Cells colored by class:
Scale bar: 10 um. Fill, decap, tap and diode cells in gray.
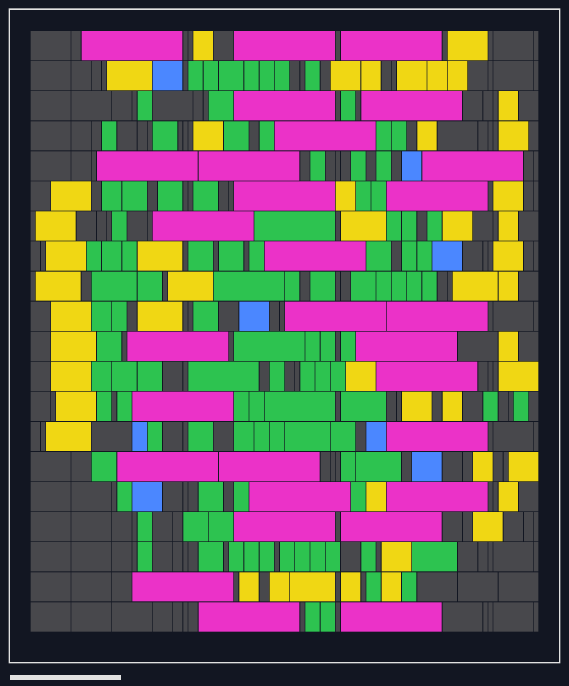
Placement view:
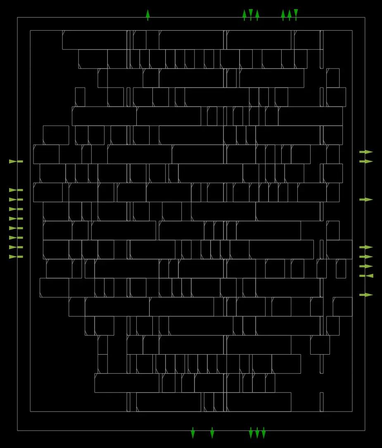
Routed clock nets over the placement:
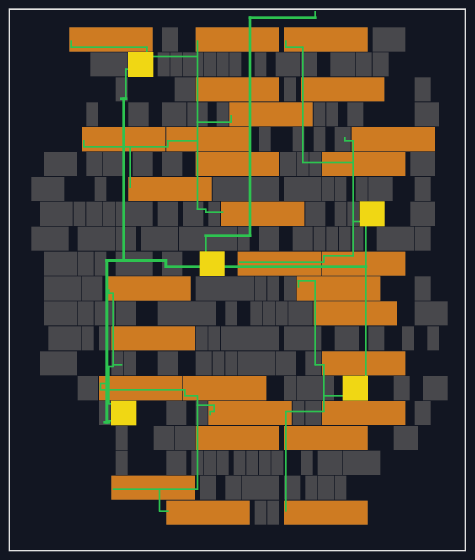
[config.mk]
export PLATFORM = sky130hd
export DESIGN_NAME = dest_reg_bank
export DESIGN_NICKNAME = d
export VERILOG_FILES = /design/src/rtl/dest_reg_bank.sv
export SDC_FILE = /design/constraint.sdc
export NUM_CORES = 1
export LEC_CHECK = 0
export ABC_AREA = 1
export ABC_CLOCK_PERIOD_IN_PS = 1300
export CORE_ASPECT_RATIO = 1.2
export CORE_MARGIN = 1.5
export CORE_UTILIZATION = 48
export CTS_CLUSTER_SIZE = 8
export DETAILED_ROUTE_END_ITERATION = 8
export GPL_TIMING_DRIVEN = 0
export PLACE_DENSITY = 0.84
export SYNTH_ARGS = -nofsm -noshare
export SYNTH_HDL_FRONTEND = slang
export SYNTH_SLANG_ARGS = --single-unit
[constraint.sdc]
create_clock -name clk_i -period 1.3 [get_ports clk_i]
set_clock_uncertainty 0.1 [all_clocks]
set_input_delay 0.26 -clock clk_i [delete_from_list [all_inputs] [get_ports clk_i]]
set_output_delay 0.26 -clock clk_i [all_outputs]
set_load 0.01 [all_outputs]
[src/rtl/dest_reg_bank.sv]
// One-hot-addressed slot bank; full bank moves to a registered valid/ready output one edge after the last load.
// No upstream stall: loads to full slots while the output is stalled set sticky err_o. DEST_BANK_PARITY_EN adds word_par_o.
module dest_reg_bank #(
  parameter int WIDTH = 4,
  parameter int NREG  = 3
) (
  input  logic                  clk_i,
  input  logic                  rst_n_i,
  input  logic                  ldd_i,
  input  logic [NREG-1:0]       sel_i,
  input  logic [WIDTH-1:0]      din_i,
  input  logic                  err_clr_i,
  input  logic                  word_ready_i,
  output logic [NREG*WIDTH-1:0] word_out_o,
`ifdef DEST_BANK_PARITY_EN
  output logic                  word_par_o,
`endif
  output logic                  word_valid_o,
  output logic [NREG-1:0]       filled_o,
  output logic                  err_o
);

  logic [NREG*WIDTH-1:0] bank_q, bank_d;
  logic [NREG*WIDTH-1:0] word_q, word_d;
  logic [NREG-1:0]       filled_q, filled_d;
  logic                  valid_q, valid_d;
  logic                  err_q, err_d;
  logic                  onehot, xfer, hit, load_ok;
`ifdef DEST_BANK_PARITY_EN
  logic                  par_q, par_d;
`endif

  always_comb begin
    onehot  = (sel_i != '0) && ((sel_i & (sel_i - NREG'(1))) == '0);
    xfer    = (&filled_q) && (!valid_q || word_ready_i);
    hit     = |(sel_i & filled_q);
    // An xfer edge empties the bank, so a load landing on it never overflows.
    load_ok = ldd_i && onehot && (xfer || !hit);

    bank_d = bank_q;
    for (int i = 0; i < NREG; i++) begin
      if (load_ok && sel_i[i]) bank_d[i*WIDTH +: WIDTH] = din_i;
    end

    filled_d = xfer ? '0 : filled_q;
    if (load_ok) filled_d = filled_d | sel_i;

    word_d  = xfer ? bank_q : word_q;
    valid_d = valid_q;
    if (xfer) valid_d = 1'b1;
    else if (valid_q && word_ready_i) valid_d = 1'b0;

    if (ldd_i && !load_ok) err_d = 1'b1;
    else if (err_clr_i) err_d = 1'b0;
    else err_d = err_q;
`ifdef DEST_BANK_PARITY_EN
    par_d = xfer ? ^bank_q : par_q;
`endif
  end

  always_ff @(posedge clk_i or negedge rst_n_i) begin
    if (!rst_n_i) begin
      bank_q   <= '0;
      word_q   <= '0;
      filled_q <= '0;
      valid_q  <= 1'b0;
      err_q    <= 1'b0;
`ifdef DEST_BANK_PARITY_EN
      par_q    <= 1'b0;
`endif
    end else begin
      bank_q   <= bank_d;
      word_q   <= word_d;
      filled_q <= filled_d;
      valid_q  <= valid_d;
      err_q    <= err_d;
`ifdef DEST_BANK_PARITY_EN
      par_q    <= par_d;
`endif
    end
  end

  assign word_out_o   = word_q;
  assign word_valid_o = valid_q;
  assign filled_o     = filled_q;
  assign err_o        = err_q;
`ifdef DEST_BANK_PARITY_EN
  assign word_par_o   = par_q;
`endif

endmodule
==> flow_summary.json <==
{
  "ir_worst_vdd_mv": 1.27,
  "die_height_um": 59.0,
  "area_fraction_in_and_or_nand_and_nor_cells": 0.332,
  "first_element_of_the_critical_path": "filled_o[1]",
  "synthMuxAreaShare": 0,
  "postRouteWirelength_mm": 2.93,
  "comb_area_um2": 543,
  "maxClockFrequency_ghz": 0.748,
  "failed_checks": "setup timing",
  "nonClkBufAreaFrac": 0.212,
  "synth.yosys.seq_area_share": 0.579,
  "crit_cells": 7,
  "route.detailed.vias_per_inst": 5.13,
  "mostFrequentLayoutCells": "sky130_fd_sc_hd__nand2_1 (59), sky130_fd_sc_hd__dfrtp_1 (29), sky130_fd_sc_hd__buf_2 (15)",
  "critPathBufInv": 1,
  "drt_pass1_iterations": 4,
  "hold_path.class": "input pin to register",
  "drc_errors": 0,
  "most_popular_library_cell_in_the_synthesized_design_by_count": "sky130_fd_sc_hd__nand2_1",
  "die_w_um": 49.7,
  "cp.arrival_ns": 1.47,
  "layout.comb_gates.multi_input": 98,
  "number_of_cell_instances_after_yosys_synthesis": 141,
  "metal_1_wl_mm": 1.10,
  "tool_warnings": 28,
  "grt_pass1_vias": 1105,
  "min_delay_worst_endpoint": "bank_q[0]",
  "routed-via-count": 1145,
  "grt.met2_usage": 0.392,
  "seq_area_um2": 726,
  "dominant_cells": "flip-flops and latches",
  "n_antenna_cell": 0,
  "period_needed_ns": 1.34,
  "buffers_excl_clock": 48,
  "worst_r2r_endpoint": "bank_q[7]",
  "grt_pass1_wl_mm": 4.57,
  "grt_setup_unrepaired": "true",
  "crit_path_end": "bank_q[7]",
  "net_count_after_synthesis": 153,
  "post_synth_top_area_cell": "sky130_fd_sc_hd__dfrtp_1",
  "synthDominantCellAreaShare": 0.579,
  "critPathMaxFanout": 7,
  "post_cts_hold_buffer_count": 0,
  "place_congestion": 0.914,
  "syn_to_final_growth_pct": 40.4,
  "max_slew_margin": 0.537,
  "post_synth_main_area_contributors": "sky130_fd_sc_hd__dfrtp_1 (58%), sky130_fd_sc_hd__nand2_1 (22%), sky130_fd_sc_hd__nand4_1 (6.0%)",
  "route.met3.wl_um": 120,
  "well_tap_count": 33,
  "clock_cell_area_share": 0.0291,
  "timing.critical_path.slowest_cell_delay_ns": 0.40,
  "leakagePower_nw": 0.957,
  "final_layout_top_logic_cell": "sky130_fd_sc_hd__nand2_1",
  "clock_tree_from_tritoncts": "done",
  "cts_inserted_buffers": 5,
  "cts-htree-levels": 2,
  "report.final.hold_viol_count": 0,
  "grt_max_degree": 30,
  "dp_area_mm2": 0.00155,
  "r2r_setup_slack_ns": -0.04,
  "cp_data_required_time_ns": 1.43,
  "die-area_mm2": 0.00293,
  "cpLargestDelayFamily": "simple AND/OR/NAND/NOR gates",
  "synthXorXnorAreaFrac": 0,
  "grt.total_usage": 0.212,
  "post_synth_fa_ha_maj_area_fraction": 0,
  "synth_cell_types": 14,
  "synth_area_mm2": 0.00125,
  "grt_most_used_layer": "met2",
  "gr-total-overflow": 0,
  "synth.yosys.warnings": 0,
  "asyncSetResetFlopFracSynth": 1.00,
  "synth.yosys.chip_area_mm2": 0.00125,
  "timing_worst_setup_path_type": "register to register",
  "cellPowerDensity_mw_per_mm2": 2250,
  "critical-path-slowest-cell": "sky130_fd_sc_hd__dfrtp_1",
  "top_layer": "met4",
  "post_cts_resized": 82,
  "gr-usage-met1": 0.212,
  "nNetsFinal": 201,
  "aoi_share": 0.0160,
  "layout_setup_ws_ns": -0.0368,
  "drt_iter0_drc": 33,
  "origin_of_the_worst_min_delay_path": "sel_i[0]",
  "postCtsSetupRepairBufs": 12,
  "critical_path.cell_chain": "buf_6 > nand2_1 > nand3_4 > nand2_8 > nand3_4 > nand2_2 > nand2_1",
  "cts-root-to-sink-buffers": 2,
  "edf_count": 0,
  "layout.clock_buffers": 6,
  "place.detailed.hpwl_mm": 1.86,
  "ctsRootBufferMaster": "sky130_fd_sc_hd__clkbuf_4",
  "setup_viol_count_final": 13,
  "clk_pin_slew_ns": 0.09,
  "critical_path.reg2reg.startpoint": "filled_o[1]",
  "timing.max_cap.violations": 0,
  "timing.final.crit_share": 1.03,
  "comb_area_share": 0.308,
  "yosys_register_bits": 29,
  "timing.critical_path.to_type": "register",
  "grt_antenna_before_repair": 0,
  "design.portCount": 29,
  "postSynthAreaPerCell_um2": 8.89,
  "inv_count": 7,
  "core_util_floorplan": 0.501,
  "synth_cells": 141,
  "worst_setup_path_start_kind": "register",
  "io_buffer_count": 25,
  "drt-wirelength-per-cell_um": 13.1,
  "drive_above_1_share": 0.384,
  "drt.antenna.violating_nets": 0,
  "worst_slew_pin_tran_ns": 0.694,
  "synthTopCellsByCount": "sky130_fd_sc_hd__nand2_1 (73), sky130_fd_sc_hd__dfrtp_1 (29), sky130_fd_sc_hd__nand4_1 (12)",
  "grtUsageMet3": 0.0404,
  "status": "finished, violations left",
  "postSynth.topFlopCell": "sky130_fd_sc_hd__dfrtp_1",
  "synth.comb.largest_family": "simple AND/OR/NAND/NOR gates",
  "final-max-slew-violation-count": 0,
  "cts.sink_count": 29,
  "hold_path_depth": 3,
  "number_of_cell_instances_on_the_worst_register_to_register_path": 7,
  "route.met2.wl_mm": 1.62
}
Back to the opening pictures, 'cells colored by class':
- magenta: flip-flops (cells 29)
- yellow: other buffers and delay cells (cells 48)
- green: all other logic (cells 105)
- blue: clock drivers and dummy loads (cells 8)
core area: 0.00250 mm^2
total non-filler cell area in the finished layout: 0.00176 mm^2
fraction of area in registers: 0.412
final core utilization: 0.704

Back to the opening pictures, 'placement view':
fin cells: 223
standard-cell row count: 20
FILL cells: 191
sequential cell count: 29

Back to the opening pictures, 'routed clock nets over the placement':
- green: clock wires (length 332 um)
- orange: flip-flops (count 29)
- yellow: cells driving clock nets (count 5)
- routed clock nets: 6
Clk. pwr: 0.000511 W
insertion delay at the late pin of the worst-skew pair: 0.33 ns

==> power by group <==
group          internal (W)  total [W]  leakage (nW)  switching, W
clock              0.000205   0.000511        0.0320      0.000306
combinational      0.000884    0.00184         0.559      0.000952
sequential          0.00134    0.00161         0.366      0.000275
total               0.00243    0.00396         0.957       0.00153
==> sequential cells by signal, summed over array words and instances, names as in the netlist <==
register,count
err_o,1
bank_q,12
filled_o,3
word_valid_o,1
word_out_o,12
==> stage by stage <==
step                hold WS, ns  std cells  total power (W)  setup TNS, ns  setup WS, ns
floorplan                -0.136        141          0.00232              0        0.0192
global placement          0.355        199          0.00297         -22.74        -0.490
detailed placement        0.357        199          0.00305         -25.40        -0.565
CTS                       0.107        220          0.00376         -0.728       -0.0674
global route              0.117        223          0.00422          -1.13       -0.0919
finish                    0.117        223          0.00396         -0.266       -0.0368
Power is estimated from default activity; no workload was simulated.
